Fig. 1: PDN straps and rails
Scale bar: 20 um. Pins as bars on the die edge.
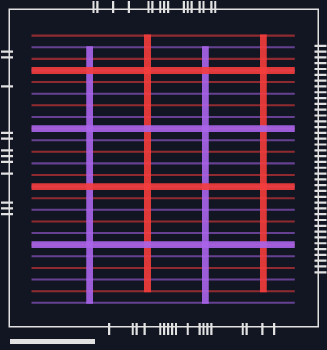
Fig. 2: cell classes on the final placement
Fill, decap, tap and diode cells in gray.
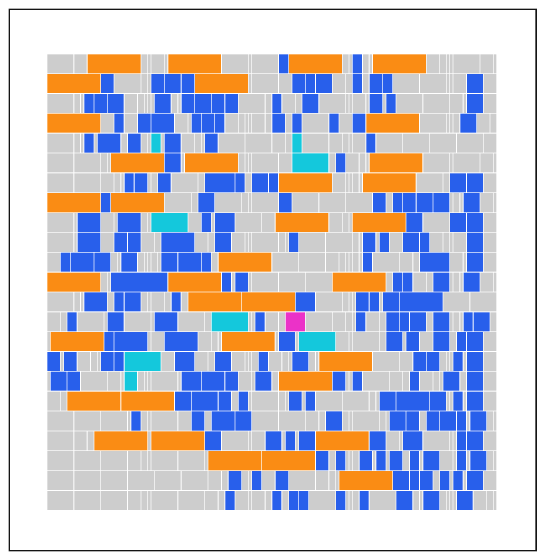
**src/rtl/isa_pkg.sv**
```systemverilog
// Instruction-set constants, field layout and sequencer state encoding
// shared by the instruction sequencer and its decoder.
package isa_pkg;

  localparam logic [7:0]  OPC_ADD   = 8'h05;
  localparam logic [7:0]  OPC_ADDI  = 8'h50;
  localparam logic [7:0]  OPC_NOP   = 8'h00;
  localparam logic [3:0]  OP_RTYPE  = 4'h0;
  localparam logic [3:0]  EXT_CMP   = 4'hB;
  localparam logic [3:0]  OP_CMPI   = 4'hB;
  localparam logic [15:0] HALT_WORD = 16'hFFFF;
  localparam logic [15:0] NOP_WORD  = 16'h0000;

  typedef enum logic [2:0] {
    ST_IDLE,
    ST_FETCH,
    ST_LATCH,
    ST_EXEC,
    ST_HALTED
  } seq_state_e;

  // Field slices: op [15:12], rdest [11:8], ext [7:4], rsrc [3:0]; imm8 = {ext, rsrc}.
  typedef struct packed {
    logic [3:0] op;
    logic [3:0] rdest;
    logic [3:0] ext;
    logic [3:0] rsrc;
  } instr_t;

  function automatic logic [15:0] sext8(input logic [7:0] v);
    return {{8{v[7]}}, v};
  endfunction

endpackage

```
**src/rtl/instr_decode.sv**
```systemverilog
// Combinational instruction decoder: IR word to ALU/regfile controls.
// reg_en_pre is the raw one-hot Rdest; the caller gates it with no_write and EXEC.
module instr_decode
  import isa_pkg::*;
(
  input  logic [15:0] ir,
  output logic [15:0] reg_en_pre,
  output logic [3:0]  mux_a,
  output logic [3:0]  mux_b,
  output logic        mux_bimm,
  output logic [7:0]  opcode,
  output logic [15:0] imm,
  output logic        is_halt,
  output logic        no_write
);

  instr_t f;
  assign f = instr_t'(ir);

  always_comb begin
    reg_en_pre = 16'd1 << f.rdest;
    mux_a      = f.rdest;
    mux_b      = f.rsrc;
    mux_bimm   = 1'b0;
    opcode     = {4'b0000, f.ext};
    imm        = '0;
    is_halt    = 1'b0;
    no_write   = 1'b0;
    if (ir == HALT_WORD) begin
      // HALT presents a NOP-like control set so nothing downstream reacts.
      is_halt  = 1'b1;
      no_write = 1'b1;
      mux_a    = '0;
      mux_b    = '0;
      opcode   = OPC_NOP;
    end else if (f.op == OP_RTYPE) begin
      no_write = (ir == NOP_WORD) || (f.ext == EXT_CMP);
    end else begin
      opcode   = {f.op, 4'b0000};
      mux_bimm = 1'b1;
      mux_b    = '0;
      imm      = sext8({f.ext, f.rsrc});
      no_write = (f.op == OP_CMPI);
    end
  end

endmodule

```
**src/rtl/instr_sequencer.sv**
```systemverilog
// Fetch/latch/exec sequencer driving the regfile/ALU datapath from a synchronous
// instruction memory; 3 cycles per instruction, HALT parks until reset.
module instr_sequencer
  import isa_pkg::*;
#(
  parameter int ADDR_W = 16
) (
  input  logic              clk,
  input  logic              rst,
  input  logic              run,
  output logic [ADDR_W-1:0] memAddr,
  output logic              memRd,
  input  logic [15:0]       memData,
  output logic [15:0]       regEn,
  output logic [3:0]        muxA,
  output logic [3:0]        muxB,
  output logic              muxBimm,
  output logic [7:0]        Opcode,
  output logic [15:0]       imm,
  output logic              halted
);

  seq_state_e        state_q, state_d;
  logic [ADDR_W-1:0] pc_q, pc_d;
  logic [15:0]       ir_q, ir_d;

  logic [15:0] reg_en_pre;
  logic [3:0]  dec_mux_a;
  logic [3:0]  dec_mux_b;
  logic        dec_mux_bimm;
  logic [7:0]  dec_opcode;
  logic [15:0] dec_imm;
  logic        is_halt;
  logic        no_write;

  // IR only changes entering EXEC, so decoding it continuously also holds the
  // last executed controls through the following FETCH/LATCH/IDLE.
  instr_decode u_decode (
    .ir         (ir_q),
    .reg_en_pre (reg_en_pre),
    .mux_a      (dec_mux_a),
    .mux_b      (dec_mux_b),
    .mux_bimm   (dec_mux_bimm),
    .opcode     (dec_opcode),
    .imm        (dec_imm),
    .is_halt    (is_halt),
    .no_write   (no_write)
  );

  always_ff @(posedge clk) begin
    if (rst) begin
      state_q <= ST_IDLE;
      pc_q    <= '0;
      ir_q    <= NOP_WORD;
    end else begin
      state_q <= state_d;
      pc_q    <= pc_d;
      ir_q    <= ir_d;
    end
  end

  always_comb begin
    state_d = state_q;
    pc_d    = pc_q;
    ir_d    = ir_q;
    case (state_q)
      ST_IDLE:   if (run) state_d = ST_FETCH;
      ST_FETCH:  state_d = ST_LATCH;
      ST_LATCH: begin
        ir_d    = memData;
        state_d = ST_EXEC;
      end
      ST_EXEC: begin
        if (is_halt) begin
          state_d = ST_HALTED;
        end else begin
          pc_d    = pc_q + ADDR_W'(1);
          state_d = run ? ST_FETCH : ST_IDLE;
        end
      end
      ST_HALTED: state_d = ST_HALTED;
      default:   state_d = ST_IDLE;
    endcase
  end

  always_comb begin
    memRd   = (state_q == ST_FETCH);
    memAddr = pc_q;
    regEn   = (state_q == ST_EXEC && !no_write) ? reg_en_pre : 16'h0000;
    muxA    = dec_mux_a;
    muxB    = dec_mux_b;
    muxBimm = dec_mux_bimm;
    Opcode  = dec_opcode;
    imm     = dec_imm;
    halted  = (state_q == ST_HALTED);
  end

endmodule

```
**config.mk**
```make
export PLATFORM = sky130hd
export DESIGN_NAME = instr_sequencer
export DESIGN_NICKNAME = d
export VERILOG_FILES = /design/src/rtl/isa_pkg.sv /design/src/rtl/instr_decode.sv /design/src/rtl/instr_sequencer.sv
export SDC_FILE = /design/constraint.sdc
export NUM_CORES = 1
export LEC_CHECK = 0
export ABC_AREA = 0
export CAP_MARGIN = 15
export CORE_AREA = 5 5 67 69
export DETAILED_ROUTE_END_ITERATION = 16
export DIE_AREA = 0 0 72 74
export DONT_BUFFER_PORTS = 1
export HOLD_SLACK_MARGIN = 0.1
export MAX_ROUTING_LAYER = met4
export PLACE_DENSITY = 0.67
export REMOVE_ABC_BUFFERS = 1
export SLEW_MARGIN = 15
export SYNTH_ARGS = -nofsm -noshare
export SYNTH_HDL_FRONTEND = slang
export SYNTH_HIERARCHICAL = 1
export SYNTH_SLANG_ARGS = --single-unit
```
**constraint.sdc**
```tcl
create_clock -name clk -period 6 [get_ports clk]
set_input_delay 0.6 -clock clk [delete_from_list [all_inputs] [get_ports clk]]
set_output_delay 0.6 -clock clk [all_outputs]
set_load 0.005 [all_outputs]
```
==> results.rst <==
Metrics
=======

.. list-table::
   :header-rows: 1

   * - Metric
     - Value
   * - Initial drt markers
     - 52
   * - Signed area change from the synthesized netlist to the final layout
     - 1.45%
   * - Clock latency of the later-clocked register in the worst-skew pair
     - 0.28 ns
   * - Final sum of negative setup slack
     - 0 ns
   * - Timing endpoint of the critical path
     - regEn[3]
   * - Logic depth of the worst setup path including buffers
     - 6
   * - Post-Synth Adder-Cell Area
     - 0.00629
   * - Yosys Instances
     - 263
   * - Setup repair after global routing missed its margin
     - false
   * - Number of sequential storage elements
     - 35
   * - Chain of cells forming the critical path
     - nand2_1 -> nor3_1 -> nand3_1 -> o311ai_2 -> nor2_1 -> and2_1
   * - Worst vdd ir
     - 0.140 mV
   * - Worst-case register-to-register setup slack
     - 3.51 ns
   * - Total number of warnings across the stage logs
     - 25
   * - Area after DPL
     - 1940 um^2
   * - Non-clock inverter count in the final layout
     - 3
   * - CP arrival
     - 2.06 ns
   * - Count of buffers added by post-CTS timing repair for setup
     - 0
   * - Compound-Gate Fraction of Synth Area
     - 0.101
   * - Reg2reg start
     - ir_q[8]
   * - Yosys simple share
     - 0.433
   * - Sequential cell area in the final layout
     - 701 um^2
   * - Worst slack at placement
     - 3.53 ns
   * - Pins Over Slew Limit
     - 0
   * - Comb pwr
     - about 64 uW
   * - Non-filler instance count after layout
     - 301
   * - Number of optimization iterations in the first detailed-route pass
     - 4
   * - Largest delay contributor family on the critical path
     - simple AND/OR/NAND/NOR gates
   * - Warnings from Yosys
     - 6
   * - Setup WS post-layout
     - 3.34 ns
   * - Total die size
     - ~5300 um^2
   * - Worst hold path type
     - in -> reg
   * - Number of stages on the worst hold path
     - 1
   * - Num CTS Buffers
     - 5
   * - Clock Power Share
     - 0.333
   * - Non-Clock Buffer Count
     - 1
   * - Type of element capturing the critical path
     - output pin
   * - Total power after layout
     - 480 uW
   * - Multiplexer share of the synthesized area
     - 0.00566
   * - Result of the run
     - completed
   * - Share of post-route cells with drive strength above 1
     - 0.0518
   * - Biggest power consumer among the groups
     - sequential cells
   * - DRC violation count after routing
     - 0
   * - Post-synth cell types
     - 38
   * - Hold Crit Start
     - rst
   * - Startpoint Class
     - flip-flop
   * - Cell kind with the greatest summed area
     - logic gates
-- Fig. 1 (at the start) --
red -> VDD
purple -> VSS
rows = 23
met1 rails = 24
die height: 74 um
Die X-Extent: 72 um

-- Fig. 2 (at the start) --
cyan -> clock drivers and dummy loads  # cells 8
orange -> sequential cells  # cells 35
magenta -> remaining buffers and delay cells  # cells 1
blue -> remaining logic cells  # cells 207
Final Instance Area: 2020 um^2
row count: 23
Util after Layout: 0.523

[synthesized netlist by cell type, drive strengths merged]
master    n  area share
nor3     11       0.030
nor4      4       0.016
or4       1      0.0038
ha        1      0.0063
inv       3      0.0057
and4bb    1      0.0063
nand4     5       0.026
nand3b    1      0.0038
nand2b    5       0.016
o311ai    1      0.0082
o21ai     7       0.018
nor2b    10       0.031
clkbuf    6       0.011
a21oi    23       0.058
or3       7       0.022
xnor2     4       0.018
and2     26       0.082
buf      15       0.050
nor3b     1      0.0038
mux2      1      0.0057
nand2    42       0.079
dfxtp    35        0.35
a2bb2oi   1      0.0044
and4      2      0.0088
nand3     7       0.018
nor2     22       0.042
a31oi     1      0.0031
xor2      4       0.018
and3     13       0.041
o21bai    1      0.0038
o41a      1      0.0057
or2b      1      0.0038
No activity file was given, so power comes from the tool's default toggle rates.
